--- config.mk ---
export PLATFORM = sky130hd
export DESIGN_NAME = payload_char_decoder_flat
export DESIGN_NICKNAME = d
export VERILOG_FILES = /design/src/rtl/payload_engine_pkg.sv /design/src/rtl/payload_char_decoder_if.sv /design/src/rtl/payload_class_lut.sv /design/src/rtl/payload_char_decoder.sv /design/src/flat_wrapper.sv
export SDC_FILE = /design/constraint.sdc
export NUM_CORES = 1
export LEC_CHECK = 0
export ABC_AREA = 1
export CORE_ASPECT_RATIO = 0.5
export CORE_MARGIN = 1
export CORE_UTILIZATION = 30
export DETAILED_ROUTE_END_ITERATION = 8
export PLACE_DENSITY = 0.54
export SYNTH_ARGS = -nofsm -noshare
export SYNTH_HDL_FRONTEND = slang
export SYNTH_SLANG_ARGS = --single-unit
--- constraint.sdc ---
create_clock -name clk -period 1.8 [get_ports clk]
set_input_delay 0.54 -clock clk [delete_from_list [all_inputs] [get_ports clk]]
set_output_delay 0.54 -clock clk [all_outputs]
set_load 0.03 [all_outputs]
--- src/rtl/payload_engine_pkg.sv ---
// payload_engine_pkg: shared constants, FSM states and the character-class table
package payload_engine_pkg;

   localparam int NUM_CLASSES_DEF = 64;

   typedef enum logic [2:0] {IDLE, SOD, STREAM, FLUSH, EOD} state_t;

   // Raw class table; classes not listed are unused by the current rule set
   function automatic logic [NUM_CLASSES_DEF-1:0] char_class(input logic [7:0] b);
      logic [NUM_CLASSES_DEF-1:0] v;
      v     = '0;
      v[1]  = (b >= 8'h09 && b <= 8'h0D) || b == 8'h20;
      v[8]  = b == 8'h53;
      v[9]  = b == 8'h68;
      v[15] = b == 8'h61;
      v[17] = b == 8'h65;
      return v;
   endfunction

endpackage

--- src/rtl/payload_char_decoder_if.sv ---
// payload_char_decoder_if: byte-wide payload stream with valid/ready handshake
interface payload_char_decoder_if;
   logic [7:0] data;
   logic       valid;
   logic       last;
   logic       ready;
   modport master (output data, valid, last, input ready);
   modport slave  (input data, valid, last, output ready);
endinterface

--- src/rtl/payload_class_lut.sv ---
// payload_class_lut: byte to class vector lookup with optional letter case folding
module payload_class_lut
   import payload_engine_pkg::*;
#(
   parameter int NUM_CLASSES = NUM_CLASSES_DEF,
   parameter bit NOCASE      = 1'b1
) (
   input  logic [7:0]             b,
   output logic [NUM_CLASSES-1:0] vec
);

   logic                       letter;
   logic [NUM_CLASSES_DEF-1:0] raw;

   assign letter = (b >= 8'h41 && b <= 8'h5A) || (b >= 8'h61 && b <= 8'h7A);
   assign raw    = char_class(b) | ((NOCASE && letter) ? char_class(b ^ 8'h20) : '0);
   assign vec    = NUM_CLASSES'(raw);

endmodule

--- src/rtl/payload_char_decoder.sv ---
// payload_char_decoder: turns a payload byte stream into sod/en/class steps for the match engines
module payload_char_decoder
   import payload_engine_pkg::*;
#(
   parameter int NUM_CLASSES = NUM_CLASSES_DEF,
   parameter int FLUSH_BEATS = 2,
   parameter bit NOCASE      = 1'b1,
   parameter int LEN_W       = 16
) (
   input  logic                   clk,
   input  logic                   rst_n,
   payload_char_decoder_if.slave  s,
   output logic                   sod,
   output logic                   en,
   output logic [NUM_CLASSES-1:0] char_vec,
   output logic                   eod,
   output logic [LEN_W-1:0]       pkt_len
);

   state_t                 state;
   logic                   sod_q;
   logic                   last_q;
   logic                   acc;
   logic [7:0]             hold;
   logic [LEN_W-1:0]       cnt;
   logic [3:0]             beat;
   logic [NUM_CLASSES-1:0] cls;

   assign s.ready = rst_n && (state == IDLE || state == STREAM);
   assign acc     = s.valid && s.ready;
   assign sod     = sod_q || !rst_n;

   // The held first byte is classified during SOD; live bytes otherwise
   payload_class_lut #(.NUM_CLASSES(NUM_CLASSES), .NOCASE(NOCASE)) u_lut (
      .b   (state == SOD ? hold : s.data),
      .vec (cls)
   );

   // Packet FSM; every engine-side output is registered and defaults to idle each cycle
   always_ff @(posedge clk or negedge rst_n)
      if (!rst_n) begin
         state    <= IDLE;
         sod_q    <= 1'b0;
         last_q   <= 1'b0;
         hold     <= '0;
         cnt      <= '0;
         beat     <= '0;
         en       <= 1'b0;
         eod      <= 1'b0;
         char_vec <= '0;
         pkt_len  <= '0;
      end else begin
         sod_q    <= 1'b0;
         en       <= 1'b0;
         eod      <= 1'b0;
         char_vec <= '0;
         case (state)
            IDLE: if (acc) begin
               hold   <= s.data;
               last_q <= s.last;
               cnt    <= LEN_W'(1);
               sod_q  <= 1'b1;
               state  <= SOD;
            end
            SOD: begin
               en       <= 1'b1;
               char_vec <= cls;
               beat     <= '0;
               state    <= last_q ? FLUSH : STREAM;
            end
            STREAM: if (acc) begin
               en       <= 1'b1;
               char_vec <= cls;
               cnt      <= &cnt ? cnt : cnt + LEN_W'(1);
               beat     <= '0;
               state    <= s.last ? FLUSH : STREAM;
            end
            FLUSH: if (beat == 4'(FLUSH_BEATS)) begin
               eod     <= 1'b1;
               pkt_len <= cnt;
               state   <= EOD;
            end else begin
               en   <= 1'b1;
               beat <= beat + 4'd1;
            end
            EOD: state <= IDLE;
            default: state <= IDLE;
         endcase
      end

endmodule

--- src/flat_wrapper.sv ---
// flat-port wrapper written by rule: the top's interface ports become plain ports
module payload_char_decoder_flat import payload_engine_pkg::*;
#(
   parameter int NUM_CLASSES = NUM_CLASSES_DEF,
   parameter int FLUSH_BEATS = 2,
   parameter bit NOCASE      = 1'b1,
   parameter int LEN_W       = 16
)
  (clk, rst_n, sod, en, char_vec, eod, pkt_len, s_data, s_valid, s_last, s_ready);
  payload_char_decoder_if s_i ();
  input  logic clk;
  input  logic rst_n;
  output logic sod;
  output logic en;
  output logic [NUM_CLASSES-1:0] char_vec;
  output logic eod;
  output logic [LEN_W-1:0] pkt_len;
  input wire logic [$bits(s_i.data)-1:0] s_data;
  input wire logic [$bits(s_i.valid)-1:0] s_valid;
  input wire logic [$bits(s_i.last)-1:0] s_last;
  output wire logic [$bits(s_i.ready)-1:0] s_ready;
  assign s_i.data = s_data;
  assign s_i.valid = s_valid;
  assign s_i.last = s_last;
  assign s_ready = s_i.ready;
  payload_char_decoder #(.NUM_CLASSES(NUM_CLASSES), .FLUSH_BEATS(FLUSH_BEATS), .NOCASE(NOCASE), .LEN_W(LEN_W)) u_core (.clk(clk), .rst_n(rst_n), .s(s_i), .sod(sod), .en(en), .char_vec(char_vec), .eod(eod), .pkt_len(pkt_len));
endmodule
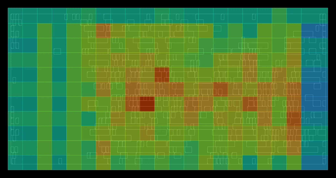
Figure 1: run 1, routing congestion map.
grt met2 use: 0.206
global-route usage over all layers: 0.121
global routing met3 resource utilization: 0.0299

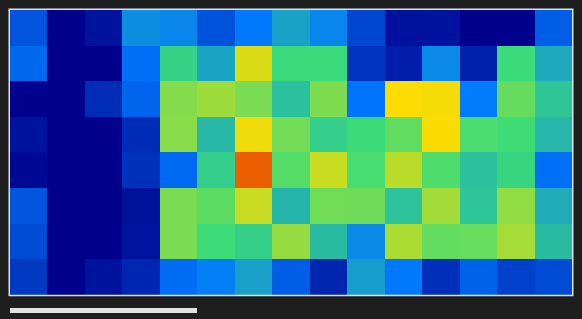
Figure 2: run 1, local utilization.
Bar = 50 um. The die is cut into 15 by 8 equal tiles; dark blue is low, red is high, 0 to 100% covered.
fullest tile: 89%
tiles over 75% full: 0.80%
nearly empty tiles: 14%
densest ninth of the die: middle
mean over tiles: 33%

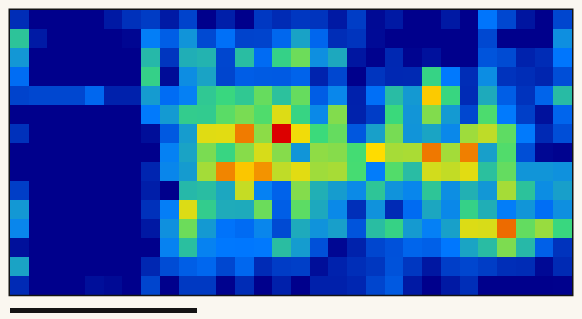
Figure 3: run 1, wire density map.
Bar = 50 um. The die is cut into 30 by 15 equal tiles; dark blue is low, red is high, scaled to the fullest tile. Values are wire area over tile area, all layers added.
densest ninth of the die: middle
emptiest ninth of the die: left middle
tiles over half the peak: 14%
fullest tile: 0.40
nearly empty tiles: 26%
mean over tiles: 0.090

==> summary.txt, run 1 <==
The synthesis and place-and-route flow finished, so here is a summary.

The flow ran to the end, and the final reports show no timing, DRC or antenna violations. The clock insertion delay at the later pin of the skew report is approximately 300 ps. The logic gate fraction of the total cell area is 0.379. The remaining max-slew budget at the tightest pin came out at 0.535.

The highest supply drop recorded on VDD is about 0.39 mV. Nets still carrying antenna violations after routing amount to 0. The sequential cell area is roughly 0.0014 mm^2. The largest incremental delay on the critical path is ~470 ps. The gate count after technology mapping is roughly 420.

By area the synthesized netlist is led by sky130_fd_sc_hd__dfrtp_1 (42%), sky130_fd_sc_hd__buf_4 (14%), sky130_fd_sc_hd__nand2_1 (13%). The number of clock buffers in the layout came out at 5. The number of global-route vias before repair is approximately 2400.

The dominant register cell is sky130_fd_sc_hd__dfrtp_1. The multi-input logic area came out at 0.00148 mm^2. The number of sequential cells came out at between 50 and 60.

The final hold violation count recorded for this run is 0. The antenna diode count came out at 0. The number of buffers created by CTS came out at 5. The chip area line of the yosys report is around 0.0033 mm^2. The weighted congestion at the end of routability-driven global placement is 0.814.

Per the synthesis report, the dominant area consumer among library cells is sky130_fd_sc_hd__dfrtp_1. The instance area after placement is 0.00374 mm^2. The fraction of the yosys area taken by sequential cells is 0.424. The max-slew violation count is 0. The first-pass GRT wire length came out at ~11 mm.

The worst hold margin is 478 ps. The number of DRC violations after detailed-routing iteration 0 is ~140. The cell area after layout came out at about 0.0039 mm^2. The startpoint kind of the worst setup timing path is a register.

The half-perimeter wire length of the detailed placement result is roughly 4.9 mm. The net count of the finished layout is just under 500. The global-route track usage on met1 is 0.154. The synthesized-area fraction occupied by and/or/nand/nor cells came out at 0.257. According to the I/O placement log, the pin count is roughly 96. The number of antenna violations at the first check in global routing came out at 0.

The first detailed-routing pass took 5 iterations. After clock tree synthesis, the flow added hold-fix buffers numbering 0. The final layout report lists a non-clock buffer count of ~60.

The mapped netlist covers roughly 0.0033 mm^2. The min-delay analysis places its worst path in the category reg2reg. According to the tapcell log, the count of inserted taps is approximately 140. The global routing stage identified its most utilized layer as met2. The CTS H-tree depth came out at 2. The number of setup buffers added after CTS is 0. Setup slack closes at between 50 and 60 ps. The highest net fanout along the worst path is 5. The number of vias per cell is 4.21.

The multi-input combinational gate total came out at 318. The fmax came out at around 570 MHz. The buffer type at the clock tree root is sky130_fd_sc_hd__clkbuf_16. Leaving out the clock tree, the finished layout contains an inverter count of a little over 40. The detail-routed net length per standard cell is 10.5 um. The endpoint class of the critical path is a primary output. The aggregate global routing overflow came out at 0. Setup repair after global routing left no endpoint under its margin. In this run, synthesis inferred 0 flip-flops with an integrated enable. The critical path class is reg2out. The overall power consumption is ~4.7 mW.

TritonCTS built the clock tree. The post-synthesis share of cell area spent on xor and xnor gates came out at 0.0212. Endpoints with negative setup slack in the final report add up to 0. The setup total negative slack is 0 ps. The effective utilization at floorplan is 0.316.

The post-synthesis async set-or-reset flop share is 1.00. The share of post-route cells with drive strength above 1 came out at 0.128. The area fraction in mux cells is 0. The area fraction of the largest cell type after synthesis is 0.424. The total placed cells including tap cells came out at just over 600. For this run, the number of Yosys warnings is 0. The flip-flop and latch count after synthesis is approximately 56.

The data required time at the worst endpoint came out at between 1000 and 1500 ps. STA on the placed design reports a worst setup slack of -290 ps. The die span in y is roughly 76 um. The share of the core filled with cells came out at 0.374. The number of core rows came out at 26. The width of the die is roughly 150 um. The final worst clock skew is roughly 5.1 ps. The distinct cell type count after synthesis came out at 31. The register clock-pin slew on the reported worst setup and hold paths is around 70 ps. The total power divided by cell area is around 1200 mW/mm^2. The count of cells resized by post-cts repair came out at 27. The total number of clock tree sinks came out at roughly 56. The area of the core came out at between 0.01 and 0.015 mm^2. The via total after detailed routing came out at between 2000 and 3000.

The synthesis stats list as the most numerous cell sky130_fd_sc_hd__nand2_1. The non-clock buffer area fraction after layout is 0.135. The clock period minus worst slack came out at 1740 ps.

The dominant kind of combinational cell is simple AND/OR/NAND/NOR gates. The gate family responsible for the most delay along the worst path is flip-flops. The report lists the cells along the critical path as nor2_4, inv_2, nor2_4, buf_6. The tool warning count for the run is 27. The number of fill cells in the layout came out at approximately 1100. The mean cell area of the mapped netlist came out at ~8 um^2. The final timing summary puts the cycle share of the worst path at 0.968. Per the layout area report, the sequential fraction of cell area is 0.358.

Per the final report, the share of cell area in clock cells is 0.0441. Per the synthesis report, the AND-OR/OR-AND share of the synthesized area is 0.0832. Entering global routing, the biggest net connects ~57 pins. The slew at the pin closest to its max-slew limit is around 700 ps. The largest individual stage delay along the critical path comes from the cell sky130_fd_sc_hd__dfrtp_2. Input and output buffers added on the ports amount to 36. The critical path data arrival time came out at 1200 ps.

The yosys stat cell total is roughly 420. The aggregate routed wire length came out at around 6.5 mm. The area enclosed by the die boundary is about 0.011 mm^2. The number of remaining DRC errors came out at 0. The max-cap violation count came out at 0. The area fraction in full adders, half adders and majority gates came out at 0.0113. The combined buffer and inverter count along the critical path is 2.
## run 1: power breakdown
part / total, mW / switching [mW] / leakage, nW / internal, mW
Sequential: 1.68 / 0.171 / 0.749 / 1.51
Combinational: 1.85 / 1.22 / 1.17 / 0.631
Clock: 1.13 / 0.464 / 0.0840 / 0.662
## run 1: placed cells by master, fill, tap and decap left out, drive strengths merged, types with 10 or more instances in the layout
| cell | synthesis | final |
|---|---|---|
| dfrtp | 56 | 56 |
| nand2 | 120 | 120 |
| nor3 | 11 | 11 |
| nand3 | 25 | 25 |
| conb | 1 | 59 |
| o21ai | 39 | 39 |
| inv | 40 | 40 |
| nor2 | 32 | 32 |
| dlygate4sd2 | 0 | 23 |
| buf | 65 | 27 |
| clkdlybuf4s50 | 0 | 10 |
## run 1: routing by layer
layer,part of all wire,up-vias
li1,-,1343
met1,0.47,1202
met2,0.47,74
met3,0.056,5
met4,0.0073,0
met5,0,-
## run 1: path summary, 6_finish.rpt
kind	startpoint	endpoint	slack [ps]	depth (start not counted)
setup / recovery	u_core.state[0]	s_ready	60	4
hold / removal	u_core.hold[5]	u_core.hold[5]	480	2
setup reg to reg	u_core.cnt[2]	u_core.cnt[15]	150	6
hold reg to reg	u_core.hold[5]	u_core.hold[5]	480	2
max in group asynchronous	rst_n	u_core.state[0]	760	3
min in group asynchronous	rst_n	u_core.hold[2]	530	3
## run 1: sequential cells by signal (all words and copies together), names as in the netlist
register         cells
u_core.beat          4
u_core.char_vec      5
u_core.cnt          16
u_core.en            1
u_core.eod           1
u_core.hold          8
u_core.last_q        1
u_core.pkt_len      16
u_core.sod_q         1
u_core.state         3
## run 1: cell families after synthesis
logic type / Yosys count
simple gates: 199
buf+inv: 108
xor+xnor: 8
other cells: 1
fa+ha+maj: 3
flops: 56
compound gates: 49
==> run 2, diff against run 1 <==
--- a/config.mk
+++ b/config.mk
@@ -10,6 +10,7 @@
 export CORE_MARGIN = 1
 export CORE_UTILIZATION = 30
 export DETAILED_ROUTE_END_ITERATION = 8
+export GPL_TIMING_DRIVEN = 0
 export PLACE_DENSITY = 0.54
 export SYNTH_ARGS = -nofsm -noshare
 export SYNTH_HDL_FRONTEND = slang
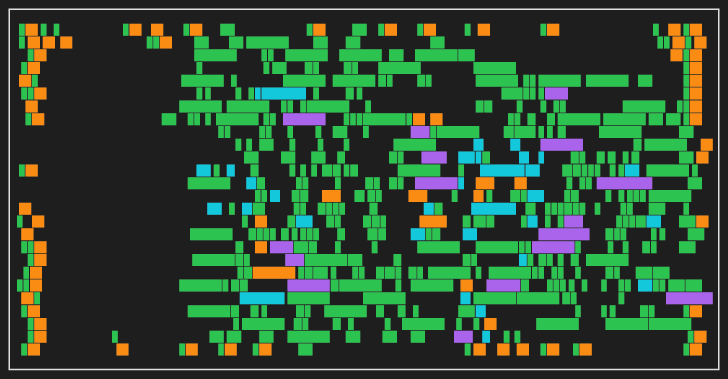
Figure 4: run 2, cell sizes after repair.
[green] drive 1 or less | cells: 412
[purple] drive 6 and up | cells: 16
[cyan] drive 2 | cells: 32
[orange] drive 3 to 4 | cells: 71
count of non-CTS buffers in the layout: 108
area grow syn2layout: 32.1%
summed area of non-filler cells in the final layout: 0.00437 mm^2
slack of the critical path: 41.1 ps

==> summary.txt, run 2 <==
The synthesis and place-and-route flow finished, so here is a summary.

The timing report shows that the slowest cell on the worst path is sky130_fd_sc_hd__dfrtp_2. The max-cap violation count is 0. The number of global-route vias before repair is roughly 2500.

The count of buffers inserted at the top-level ports is 36. The largest registers in the layout are u_core.cnt: 16 flops, u_core.pkt_len: 16 flops, u_core.hold: 8 flops. The area of the core came out at 0.0105 mm^2. Setup repair after global routing could not meet its margin everywhere. The most frequent standard cell in the layout excluding fill and tap cells is sky130_fd_sc_hd__nand2_1. The signal on the critical path passes through nor2_4, inv_2, nor2_2, buf_6. Per the timing report, the biggest fanout along the worst path comes to 6. The analysis reports a worst IR drop on VDD of 0.500 mV.

The longest incremental delay of any stage on the critical path is reported as approximately 450 ps. The clock share of power is 0.249. Per the synthesis report, the dominant area consumer among library cells is sky130_fd_sc_hd__dfrtp_1.

The path depth of the worst reg2reg path came out at 10. The top cell types in the final layout, fill and taps aside, are sky130_fd_sc_hd__nand2_1 (115), sky130_fd_sc_hd__buf_4 (64), sky130_fd_sc_hd__conb_1 (59). The total placed cells including tap cells came out at 659. Summed over all failing endpoints, the final setup total negative slack is 0 ps.

The endpoint class of the critical path is a primary output. At the placement stage, the worst setup path has a slack of -956 ps. The setup slack on the worst flop-to-flop path is roughly 150 ps.

The via total after detailed routing came out at roughly 2700. The multi-input combinational gate total came out at approximately 320. The critical path data arrival time came out at 1220 ps. The reported net switching power came out at between 1.5 and 2 mW. After its last routability iteration, the placer logged a weighted congestion of 0.823. In the final routed layout, each cell accounts on average for between 10 and 15 um. During I/O placement, the number of pins put on the boundary was around 96.

Of the post-synthesis cell area, the dominant cell type holds 0.424. The number of failing hold endpoints at the final stage came out at 0. The combined buffer and inverter count along the critical path came out at 2. In the final layout, the multi-input gates occupy roughly 0.0015 mm^2. The instance area after placement came out at between 0.004 and 0.005 mm^2.

The aggregate routed wire length is roughly 7.3 mm. The sequential cell area is roughly 0.0014 mm^2. The first element of the critical path is u_core.state[0]. The number of antenna diodes in the final layout is 0. The die span in y came out at around 76 um. The layout has 7 clock buffers. The sequential cell fraction of total power came out at 0.355. The largest part of the power goes to combinational cells.

The overall power consumption is around 4.8 mW. Per report_power, the Combinational row totals between 1.5 and 2 mW. The beginning of the worst register-to-register path is u_core.cnt[0]. The power report lists the sequential group at 1.70 mW. Clock latency on the worst-skew pair, taken at its later pin, is 300 ps. The relative area of clock buffers and inverters in the final design came out at 0.0418. The data required time at the worst endpoint is approximately 1300 ps. In this run, the number of DRC markers left after iteration 0 of detailed routing was about 110. The synthesis stats list as the most numerous cell sky130_fd_sc_hd__nand2_1. The flow inserted 140 tap cells.

The flow ran to the end, and the final reports show no timing, DRC or antenna violations. The logic gate fraction of the total cell area is 0.345. The number of antenna violations at the first check in global routing is 0.

The internal cell power came out at between 2 and 3 mW. TritonCTS built the clock tree. The longest clock path from root to sink contains 2 buffers. The static leakage power is around 2.3 nW. The count of non-CTS inverters in the layout is slightly above 40.

The distinct cell type count after synthesis is 31. The tightest min-delay check is of the in2async type. The worst hold margin came out at between 40 and 50 ps. The final worst clock skew is 4.34 ps. The endpoint of the worst-slack reg-to-reg timing path is u_core.cnt[4]. In this run, synthesis produced a sequential element count of 56. The fraction of the yosys area taken by sequential cells came out at 0.424. The number of warning messages in the logs is 29. The synthesized netlist was found by Yosys to have around 420 cells. Per the post-synthesis stats, the area per cell is just under 8 um^2.

The CTS H-tree depth is 2. The aggregate global routing overflow came out at 0. The dominant register cell is sky130_fd_sc_hd__dfrtp_1. The count of nets left with antenna violations once routing finished came out at 0. The synthesized cell area came out at 0.00331 mm^2. The final report gives the core utilization as 0.417. By count the netlist is led by sky130_fd_sc_hd__nand2_1 (117), sky130_fd_sc_hd__buf_4 (61), sky130_fd_sc_hd__dfrtp_1 (56). The number of buffers created by CTS came out at 5. The timing report attributes the biggest portion of critical-path delay to flip-flops. The sequential portion of the cell area is 0.322.

The final-stage net count came out at approximately 550. The routed layout reports a DRC error count of 0. The number of warnings printed during yosys synthesis is 0. The number of fill cells in the layout came out at between 1000 and 1500. The clock period minus worst slack is about 1800 ps. The worst setup path endpoint is s_ready.

The first global-routing pass estimated about 12 mm of wire. The clock net in this run drives a total of 56 sinks. The first-pass iteration count of the detailed router came out at 4.

The final setup violation count came out at 0. In the synthesized netlist the async set-or-reset flop fraction comes to 1.00. The final clock period utilization by the worst path came out at 0.977.

The number of sequential cells is 56. The share of post-route cells with drive strength above 1 is 0.224. Counting flops with a built-in enable in the synthesized netlist gives 0. The wire-length estimate of the detail-placed layout is between 5 and 6 mm. The non-clock buffer area fraction after layout came out at 0.214. The chip area line of the yosys report came out at approximately 0.0033 mm^2. Looking at the setup timing report, the critical path kind is reg2out. Per the area breakdown, the dominant cell category is combinational gates.

Row generation in the floorplan step produced 26 rows. In the routed layout, each cell is associated on average with a via count of ~4.1. The width of the die came out at 151 um. In the post-synthesis netlist, the biggest area contributors are sky130_fd_sc_hd__dfrtp_1 (42%), sky130_fd_sc_hd__buf_4 (14%), sky130_fd_sc_hd__nand2_1 (13%). The depth of the critical timing path with buffers and inverters included came out at 4.

The gate count after technology mapping came out at between 400 and 500. The switching share of power is 0.394. The register clock-pin slew on the reported worst setup and hold paths came out at ~70 ps.

The part of the power in combinational logic is 0.396. STA classifies the critical path startpoint as a register. In the floorplan report the effective utilization is 0.316. The largest net degree at the start of global routing came out at 27. The max-slew violation count is 0. In this run, post-CTS hold repair placed 0 buffers. The area enclosed by the die boundary is 0.0115 mm^2.

The fmax is 569 MHz. The final instance count without filler cells is 671. The total power divided by cell area came out at around 1100 mW/mm^2. The buffer type at the clock tree root is sky130_fd_sc_hd__clkbuf_16. The aggregate global-route resource usage came out at 0.134. The flow reports power dissipated in the clock network as about 1.2 mW.
==> run 2: how the worst min path moves through the flow <==
stage	start	end	slack, ps	cells past startpoint
after floorplan	rst_n	u_core.beat[0]	240	0
after global placement	u_core.hold[5]	u_core.hold[5]	460	2
after detailed placement	u_core.pkt_len[3]	u_core.pkt_len[3]	470	2
after CTS	rst_n	u_core.pkt_len[3]	40	1
after global routing	rst_n	u_core.pkt_len[3]	40	1
final	rst_n	u_core.pkt_len[3]	40	1
==> run 2: kinds of logic after synthesis <==
logic type | count (synthesis) | share of synthesized area
AND-OR/OR-AND | 49 | 0.0832
XOR/XNOR | 8 | 0.0212
adder cells (fa/ha/maj) | 3 | 0.0113
buffers and inverters | 108 | 0.202
flip-flops | 56 | 0.424
other | 1 | 0.00113
AND/OR/NAND/NOR | 199 | 0.257
==> run 2: metal layers <==
metal	track usage	share of wire	up-vias
li1	-	-	1443
met1	0.178	0.48	1210
met2	0.216	0.45	69
met3	0.0323	0.064	7
met4	0.0394	0.011	0
met5	0	0	-
==> run 2: worst reg2reg max path: stages (launching register included) <==
cell                      delay [ps]
sky130_fd_sc_hd__dfrtp_2         420
sky130_fd_sc_hd__ha_4            180
sky130_fd_sc_hd__nand2_1         100
sky130_fd_sc_hd__nor2_2          120
sky130_fd_sc_hd__nand3_1         120
sky130_fd_sc_hd__nor2_4          180
sky130_fd_sc_hd__nand2_2          80
sky130_fd_sc_hd__nand2_4         120
sky130_fd_sc_hd__buf_8           150
sky130_fd_sc_hd__nand2_1          70
sky130_fd_sc_hd__o21ai_2          50
==> run 2: timing repair <==
item | 4_1_cts | 5_1_grt
resized | 38 | 24
cloned | 1 | 0
setup endpoints to repair | 81 | 30
pin swaps | 0 | 3
buffers inserted | 0 | 3
No activity file was given, so power comes from the tool's default toggle rates.
